Run 1, M4 wires:
Drawn at 2 px/µm. Cells faint in the background.
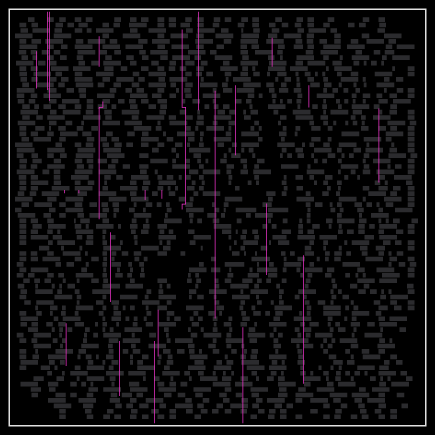
Run 1, routed clock nets over the placement:
Drawn at 1.5 px/µm.
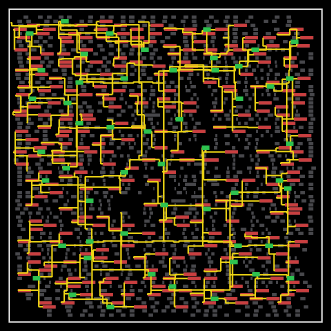
Run 1, zoomed window:
Window x 146 to 166, y 42 to 62 µm. Cells in gray, sequential cells in the stronger gray; small squares are vias.
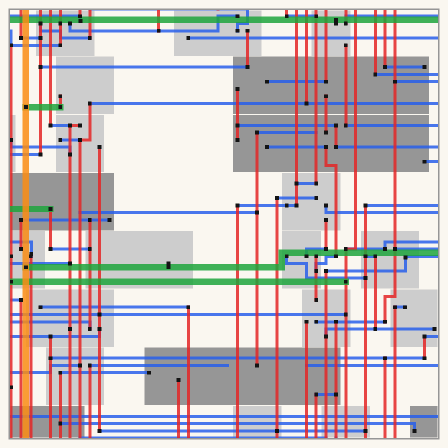
Run 1, wiring by layer:
Drawn at 2 px/µm.
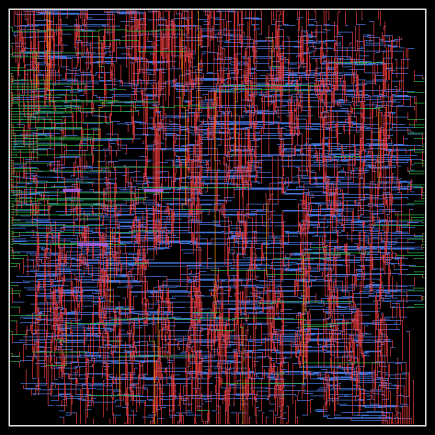
==> config.mk <==
export PLATFORM = sky130hd
export DESIGN_NAME = bus_arbiter
export DESIGN_NICKNAME = d
export VERILOG_FILES = /design/src/rtl/bus_arbiter.sv
export SDC_FILE = /design/constraint.sdc
export NUM_CORES = 1
export LEC_CHECK = 0
export CELL_PAD_IN_SITES_DETAIL_PLACEMENT = 2
export CELL_PAD_IN_SITES_GLOBAL_PLACEMENT = 2
export CORE_MARGIN = 2
export CORE_UTILIZATION = 34
export CTS_BUF_LIST = sky130_fd_sc_hd__clkbuf_4 sky130_fd_sc_hd__clkbuf_8
export DETAILED_ROUTE_END_ITERATION = 6
export PLACE_DENSITY_LB_ADDON = 0.1
export SETUP_SLACK_MARGIN = 0.4
export SKIP_CTS_REPAIR_TIMING = 1
export SLEW_MARGIN = 20
export SYNTH_ARGS = -nofsm -noshare
export SYNTH_HDL_FRONTEND = slang
export SYNTH_SLANG_ARGS = --single-unit
export TNS_END_PERCENT = 5
==> constraint.sdc <==
create_clock -name clk -period 10.6 [get_ports clk]
set_clock_uncertainty 0.2 [all_clocks]
set_input_delay 1.59 -clock clk [delete_from_list [all_inputs] [get_ports clk]]
set_output_delay 1.59 -clock clk [all_outputs]
set_load 0.05 [all_outputs]
==> src/rtl/bus_arbiter.sv <==
// Two-requester round-robin arbiter sharing one downstream bus port between
// instruction fetch and data memory, with one transaction outstanding at a time.
module bus_arbiter #(
    parameter int ADDR_W = 32,
    parameter int DATA_W = 32
) (
    input  logic                clk,
    input  logic                rst,

    input  logic                fetch_request_enable,
    input  logic                freq_mode,
    input  logic [ADDR_W-1:0]   freq_addr,
    input  logic [DATA_W-1:0]   freq_wdata,
    input  logic [DATA_W/8-1:0] freq_wstrb,
    output logic                fetch_response_enable,
    output logic [DATA_W-1:0]   fresp_data,

    input  logic                mem_request_enable,
    input  logic                mreq_mode,
    input  logic [ADDR_W-1:0]   mreq_addr,
    input  logic [DATA_W-1:0]   mreq_wdata,
    input  logic [DATA_W/8-1:0] mreq_wstrb,
    output logic                mem_response_enable,
    output logic [DATA_W-1:0]   mresp_data,

    output logic                bus_request_enable,
    output logic                breq_mode,
    output logic [ADDR_W-1:0]   breq_addr,
    output logic [DATA_W-1:0]   breq_wdata,
    output logic [DATA_W/8-1:0] breq_wstrb,
    input  logic                bus_response_enable,
    input  logic [DATA_W-1:0]   bresp_data,

    output logic                busy,
    output logic                grant_owner,
    output logic                protocol_err
);
    localparam int STRB_W = DATA_W / 8;

    typedef enum logic {IDLE, WAIT} state_t;

    typedef struct packed {
        logic              mode;
        logic [ADDR_W-1:0] addr;
        logic [DATA_W-1:0] wdata;
        logic [STRB_W-1:0] wstrb;
    } req_t;

    state_t state;
    logic   last_grant;
    logic   fetch_pend, mem_pend;
    req_t   fetch_slot, mem_slot;
    req_t   fetch_in, mem_in, win_req;
    logic   fetch_drop, mem_drop, fetch_take, mem_take;
    logic   fetch_cand, mem_cand, grant_now, winner;

    assign fetch_in = {freq_mode, freq_addr, freq_wdata, freq_wstrb};
    assign mem_in   = {mreq_mode, mreq_addr, mreq_wdata, mreq_wstrb};

    // A pulse from a requester that already has a pending slot or owns the
    // outstanding transaction is dropped; a fresh pulse can bypass its slot.
    always_comb begin
        fetch_drop = fetch_request_enable &&
                     (fetch_pend || (state == WAIT && grant_owner == 1'b0));
        mem_drop   = mem_request_enable &&
                     (mem_pend || (state == WAIT && grant_owner == 1'b1));
        fetch_take = fetch_request_enable && !fetch_drop;
        mem_take   = mem_request_enable && !mem_drop;
        fetch_cand = fetch_pend || fetch_take;
        mem_cand   = mem_pend || mem_take;
        grant_now  = (state == IDLE) && (fetch_cand || mem_cand);
        winner     = (fetch_cand && mem_cand) ? ~last_grant : mem_cand;
        if (winner)
            win_req = mem_pend ? mem_slot : mem_in;
        else
            win_req = fetch_pend ? fetch_slot : fetch_in;
    end

    always_ff @(posedge clk or posedge rst) begin
        if (rst) begin
            state                 <= IDLE;
            last_grant            <= 1'b1;
            fetch_pend            <= 1'b0;
            mem_pend              <= 1'b0;
            fetch_slot            <= '0;
            mem_slot              <= '0;
            bus_request_enable    <= 1'b0;
            breq_mode             <= 1'b0;
            breq_addr             <= '0;
            breq_wdata            <= '0;
            breq_wstrb            <= '0;
            fetch_response_enable <= 1'b0;
            mem_response_enable   <= 1'b0;
            fresp_data            <= '0;
            mresp_data            <= '0;
            busy                  <= 1'b0;
            grant_owner           <= 1'b0;
            protocol_err          <= 1'b0;
        end else begin
            bus_request_enable    <= 1'b0;
            fetch_response_enable <= 1'b0;
            mem_response_enable   <= 1'b0;

            if (fetch_drop || mem_drop || (state == IDLE && bus_response_enable))
                protocol_err <= 1'b1;

            if (grant_now && !winner) begin
                fetch_pend <= 1'b0;
            end else if (fetch_take) begin
                fetch_pend <= 1'b1;
                fetch_slot <= fetch_in;
            end

            if (grant_now && winner) begin
                mem_pend <= 1'b0;
            end else if (mem_take) begin
                mem_pend <= 1'b1;
                mem_slot <= mem_in;
            end

            case (state)
                IDLE: begin
                    if (grant_now) begin
                        bus_request_enable <= 1'b1;
                        {breq_mode, breq_addr, breq_wdata, breq_wstrb} <= win_req;
                        grant_owner        <= winner;
                        last_grant         <= winner;
                        busy               <= 1'b1;
                        state              <= WAIT;
                    end
                end
                WAIT: begin
                    if (bus_response_enable) begin
                        if (grant_owner) begin
                            mem_response_enable <= 1'b1;
                            mresp_data          <= bresp_data;
                        end else begin
                            fetch_response_enable <= 1'b1;
                            fresp_data            <= bresp_data;
                        end
                        busy  <= 1'b0;
                        state <= IDLE;
                    end
                end
                default: state <= IDLE;
            endcase
        end
    end
endmodule

==> results.toml, run 1 <==
# implementation run metrics
[status]
status = "finished, final reports clean"

[layout]
lay_top_cells = "313 x clkdlybuf4s50_1, 277 x dfrtp_1, 192 x mux2_2"
flop_area_um2 = 7040
clock_area_share_pct = 5.80
comb_share_pct = 34.6
num-fill-cells = 4117
final-nonclk-buf-share_pct = 17.9
nNonClkBuffers = 333
sh_seq_area_pct = 38.0
utilization_pct = 45.5

[global_route]
antenna_found_initial = 7
grt_pass1_vias = 13000

[placed_design]
dp.cells = 1937

[floorplan]
rows = 74

[synth]
synth_seq_share_pct = 50.0
ys.flop_type = "dfrtp_1"

[critical_path]
worstSetupPathType = "in -> reg"
crit_fanout = 44

[timing]
layout_worst_path_cycle_share_pct = 38.4

[detailed_routing]
drtPass1Iterations = 5
## Picture notes: 'M4 wires'
The layer carries 834 µm of wire. 13 nets have wire on it. The wires run mostly vertical. The longest straight run is 114 µm. The layer holds 1.6% of the routed length.
drt total wl: 51.2 mm
DR vias: 11700

## Picture notes: 'routed clock nets over the placement'
flip-flops: shown in red, count 281. cells driving clock nets: shown in green, count 52. clock wires: shown in yellow, length 4930 µm.
Position of the flops: all over the die. There are 53 routed clock nets.
clock network power: 1.12 mW
clk latency late pin: 660 ps
clock power share: 17.5%

## Picture notes: 'zoomed window'
met3: shown in green. met1: shown in blue. met4: shown in orange. met2: shown in red.
20 logic cells have their middle in the window. Netlist names of flops here include mem_slot (4). Sequential cells in the window: 4. Most frequent: nand4_1 (4), dfrtp_1 (4).

## Picture notes: 'wiring by layer'
met4: shown in orange, wire length 834 µm. met3: shown in green, wire length 3200 µm. met1: shown in blue, wire length 22.3 mm. met5: shown in purple, wire length 29.4 µm. met2: shown in red, wire length 24.8 mm.
Routed WL per cell: 25.2 µm
GRT Overall Usage: 23.7%

==> run 1: Yosys cell counts, types with 2 or more instances <==
master	n	share of area (%)
a21oi_1	2	0.071
a22o_1	2	0.12
a22oi_1	70	3.7
buf_1	7	0.19
buf_2	54	1.9
buf_4	2	0.11
buf_6	9	0.72
clkbuf_1	67	1.8
dfrtp_1	280	50
inv_1	5	0.13
mux2_2	192	15
mux2_4	10	1.1
mux2i_1	69	4.9
nand2_1	4	0.11
nand2b_1	2	0.089
nand3_1	139	4.9
nand4_1	69	3.1
nor2_1	3	0.080
nor2b_1	2	0.089
o211ai_1	69	3.7
o21ai_0	70	2.5
o21ba_2	2	0.14
o311ai_0	58	3.6
o311ai_1	11	0.68
==> run 1: through the flow <==
step | area, µm² | hold slack (ps) | power (mW)
2_1_floorplan | 14100 | 279 | 4.18
3_3_place_gp | 17400 | 281 | 5.21
3_5_place_dp | 17400 | 289 | 5.31
4_1_cts | 18500 | 307 | 6.46
5_1_grt | 18600 | 323 | 6.77
6_report | 18600 | 300 | 6.39
==> run 1: power groups by stage <==
stage / Clock [mW] / Combinational (mW) / Sequential [mW]
finish: 1.12 / 3.34 / 1.93
global route: 1.20 / 3.57 / 2.00
global placement: 0 / 3.30 / 1.91
CTS: 1.15 / 3.38 / 1.93
detailed placement: 0 / 3.36 / 1.95
floorplan: 0 / 1.45 / 2.72
==> run 1: registers in the layout (all words and copies together) (netlist names), 4 cells and up <==
name        cells
breq_addr      32
breq_wdata     32
breq_wstrb      4
fetch_slot     69
fresp_data     32
mem_slot       69
mresp_data     32
==> run 1: logic make-up (layout without fill, tap and decap cells) <==
logic type | count (synthesis) | in the layout | share of synthesized area, %
AOI/OAI and AO/OA | 292 | 292 | 15.1
muxes | 271 | 271 | 21.3
DFF | 281 | 281 | 50.0
buffers and inverters | 145 | 427 | 4.88
other | 0 | 4 | 0
and+or+nand+nor | 223 | 223 | 8.68
==> run 1: metal layers <==
| layer | up-vias | wire (µm) | global-route usage [%] |
|---|---|---|---|
| li1 | 5213 | - | - |
| met4 | 6 | 834 | 5.99 |
| met1 | 6164 | 22300 | 31.2 |
| met5 | - | 29 | 0 |
| met3 | 62 | 3200 | 6.93 |
| met2 | 259 | 24800 | 38.4 |
==> run 1: worst paths after layout <==
| kind | cells after the start | slack (ps) | to | from |
|---|---|---|---|---|
| min reg2reg | 2 | 300 | protocol_err$_DFFE_PP0P_ | protocol_err$_DFFE_PP0P_ |
| max in group asynchronous | 3 | 7460 | fetch_pend$_DFFE_PP0P_ | rst |
| max | 5 | 6530 | fetch_slot[17]$_DFFE_PP0P_ | mem_request_enable |
| min | 2 | 300 | protocol_err$_DFFE_PP0P_ | protocol_err$_DFFE_PP0P_ |
| max reg2reg | 4 | 6890 | breq_addr[13]$_DFFE_PP0P_ | state$_DFF_PP0_ |
| min in group asynchronous | 2 | 1270 | fetch_slot[51]$_DFFE_PP0P_ | rst |
==> run 1: critical path: stages <==
cell             delay (ps)
clkdlybuf4s50_1         650
o21ba_2                 340
o2111ai_4               600
buf_4                   740
mux2_2                  410
## Run 2: what changed since run 1
==> constraint.sdc (replaced) <==
create_clock -name clk -period 4 [get_ports clk]
set_clock_uncertainty 0.2 [all_clocks]
set_input_delay 0.6 -clock clk [delete_from_list [all_inputs] [get_ports clk]]
set_output_delay 0.6 -clock clk [all_outputs]
set_load 0.05 [all_outputs]
Run 2, M4 wires:
Drawn at 2 px/µm. Cells faint in the background.
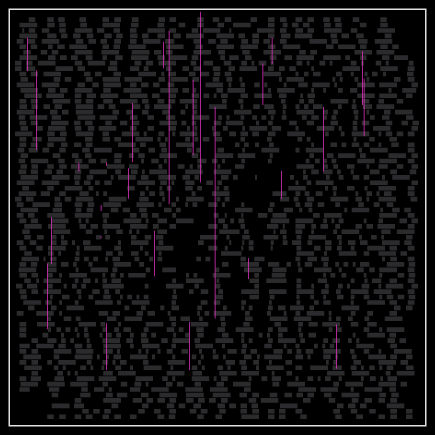
12 nets have wire on it. The wires run mostly vertical. The layer carries 727 µm of wire.
DR vias: 11800
drt total wl: 51.6 mm

Run 2, routed clock nets over the placement:
Drawn at 1.5 px/µm.
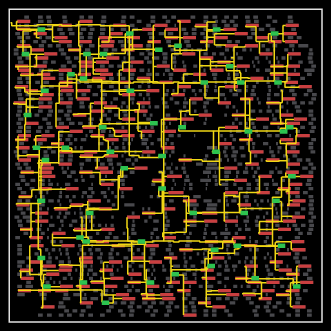
cells driving clock nets: shown in green, count 53. clock wires: shown in yellow, length 4960 µm. flip-flops: shown in red, count 281.
There are 54 routed clock nets. Position of the flops: all over the die.
clock power share: 18.0%
clock network power: 3.10 mW

==> run 2 against run 1 <==
Effect of this change:
- total power went up to 2.7 times the previous value
- critical path type is now reg -> out
- first-iteration DRC count is 5.6% lower
- hold slack worse by 150 ps
- critical endpoint is now grant_owner
- global-route usage is 0.082 points higher
==> results.toml, run 2 <==
# implementation run metrics
[status]
status = "finished, final reports clean"

[detailed_routing]
wl_per_cell_um = 25.3
vias_per_cell = 5.76
drtPass1Iterations = 6
drtIter0Drc = 558

[flow_run]
maxCapViolations = 0

[critical_path]
path_buffers = 1
critPathSlowestCell = "clkdlybuf4s50_1"
crit_family = "buffers and inverters"
crit_path_start = "grant_owner$_DFFE_PP0P_"
crit_fanout = 8
worstReg2RegStart = "state$_DFF_PP0_"
cpPeakStageDelay_ps = 970
worstSetupPathType = "reg -> out"
crit_chain = "clkdlybuf4s50_1"

[synth]
xor_share_pct = 0
common_cells = "280 x dfrtp_1, 192 x mux2_2, 139 x nand3_1, 70 x a22oi_1, 70 x o21ai_0"
area_leaders = "dfrtp_1 50%, mux2_2 15%, nand3_1 4.9%, mux2i_1 4.9%, a22oi_1 3.7%"
synth_seq_share_pct = 50.0
synth-adder-area-share_pct = 0
synth_chip_area_um2 = 14100
most_common_cell = "dfrtp_1"
ys.flop_type = "dfrtp_1"
yosys.area.top_type = "dfrtp_1"
simple_gate_share_pct = 8.68
compound_area_share_pct = 15.1
top_area_share_pct = 49.8
logic_family = "multiplexers"
synthMuxAreaShare_pct = 21.3

[timing]
layout_worst_path_cycle_share_pct = 74.0
drv_slew = 0
setup_viol = 0

[layout]
lay_top_cells = "313 x clkdlybuf4s50_1, 277 x dfrtp_1, 192 x mux2_2"
final_nets = 1645
utilization_pct = 46.0
final_cell_area_um2 = 18800
reg_top3 = "fetch_slot x69, mem_slot x69"

[cts]
clock.latency.late_pin_ps = 660
clock_path_buffers = 3
cts_tree = "built"
cts_root_buf = "clkbuf_8"

[global_route]
grt_pass1_vias = 13200
track_usage_pct = 23.8
antenna_found_initial = 5

[power_and_ir_drop]
report.power.total_mw = 17.2
vdd_ir_drop_max_uv = 492

[floorplan]
rows = 74

[placed_design]
place_area_um2 = 17600
[run 2: cell counts after synthesis]
No cell type changed its count.
[run 2: worst paths after layout]
path | endpoint | slack (ps) | cells past startpoint
max in group asynchronous | mem_slot[21]$_DFFE_PP0P_ | 2450 | 3
setup / recovery | grant_owner | 1040 | 1
hold reg to reg | protocol_err$_DFFE_PP0P_ | 300 | 2
setup reg to reg | breq_addr[27]$_DFFE_PP0P_ | 1210 | 4
hold / removal | fetch_slot[62]$_DFFE_PP0P_ | 150 | 2
min in group clk | protocol_err$_DFFE_PP0P_ | 300 | 2
[run 2: logic make-up after synthesis]
family	after synthesis
mux	271
flops	281
simple gates	223
compound gates	292
buf+inv	145
[run 2: cell type report]
| type | instances | area, µm² |
|---|---|---|
| Fill cell | 4144 | 22100 |
| Sequential cell | 281 | 7040 |
| Multi-Input combinational cell | 786 | 6410 |
| Timing Repair Buffer | 342 | 3450 |
| Clock buffer | 90 | 1090 |
| Tap cell | 532 | 666 |
| Clock inverter | 4 | 63.8 |
| Inverter | 6 | 26.3 |
| Antenna cell | 2 | 5.00 |
[run 2: through the flow]
step	setup TNS, ps	hold slack (ps)	setup WS, ps	cells
after CTS	0	109	968	2041
after global routing	0	150	915	2043
after floorplan	-145740	279	-520	1212
after detailed placement	0	277	952	1947
final	0	151	1040	2043
after global placement	0	287	1090	1947
[run 2: report_power, final]
group          switching, mW  internal, mW  leakage, nW
clock                   1.32          1.78        0.620
combinational           5.41          3.49         3.48
sequential              1.03          4.16         3.20
total                   7.76          9.43         7.30
[run 2: layer usage]
layer,wire length (µm),GRT usage [%]
met3,3230,7.11
met1,22500,31.0
met5,46,0
met4,726,4.95
met2,25200,39.3
Power and IR drop assume default switching activity.
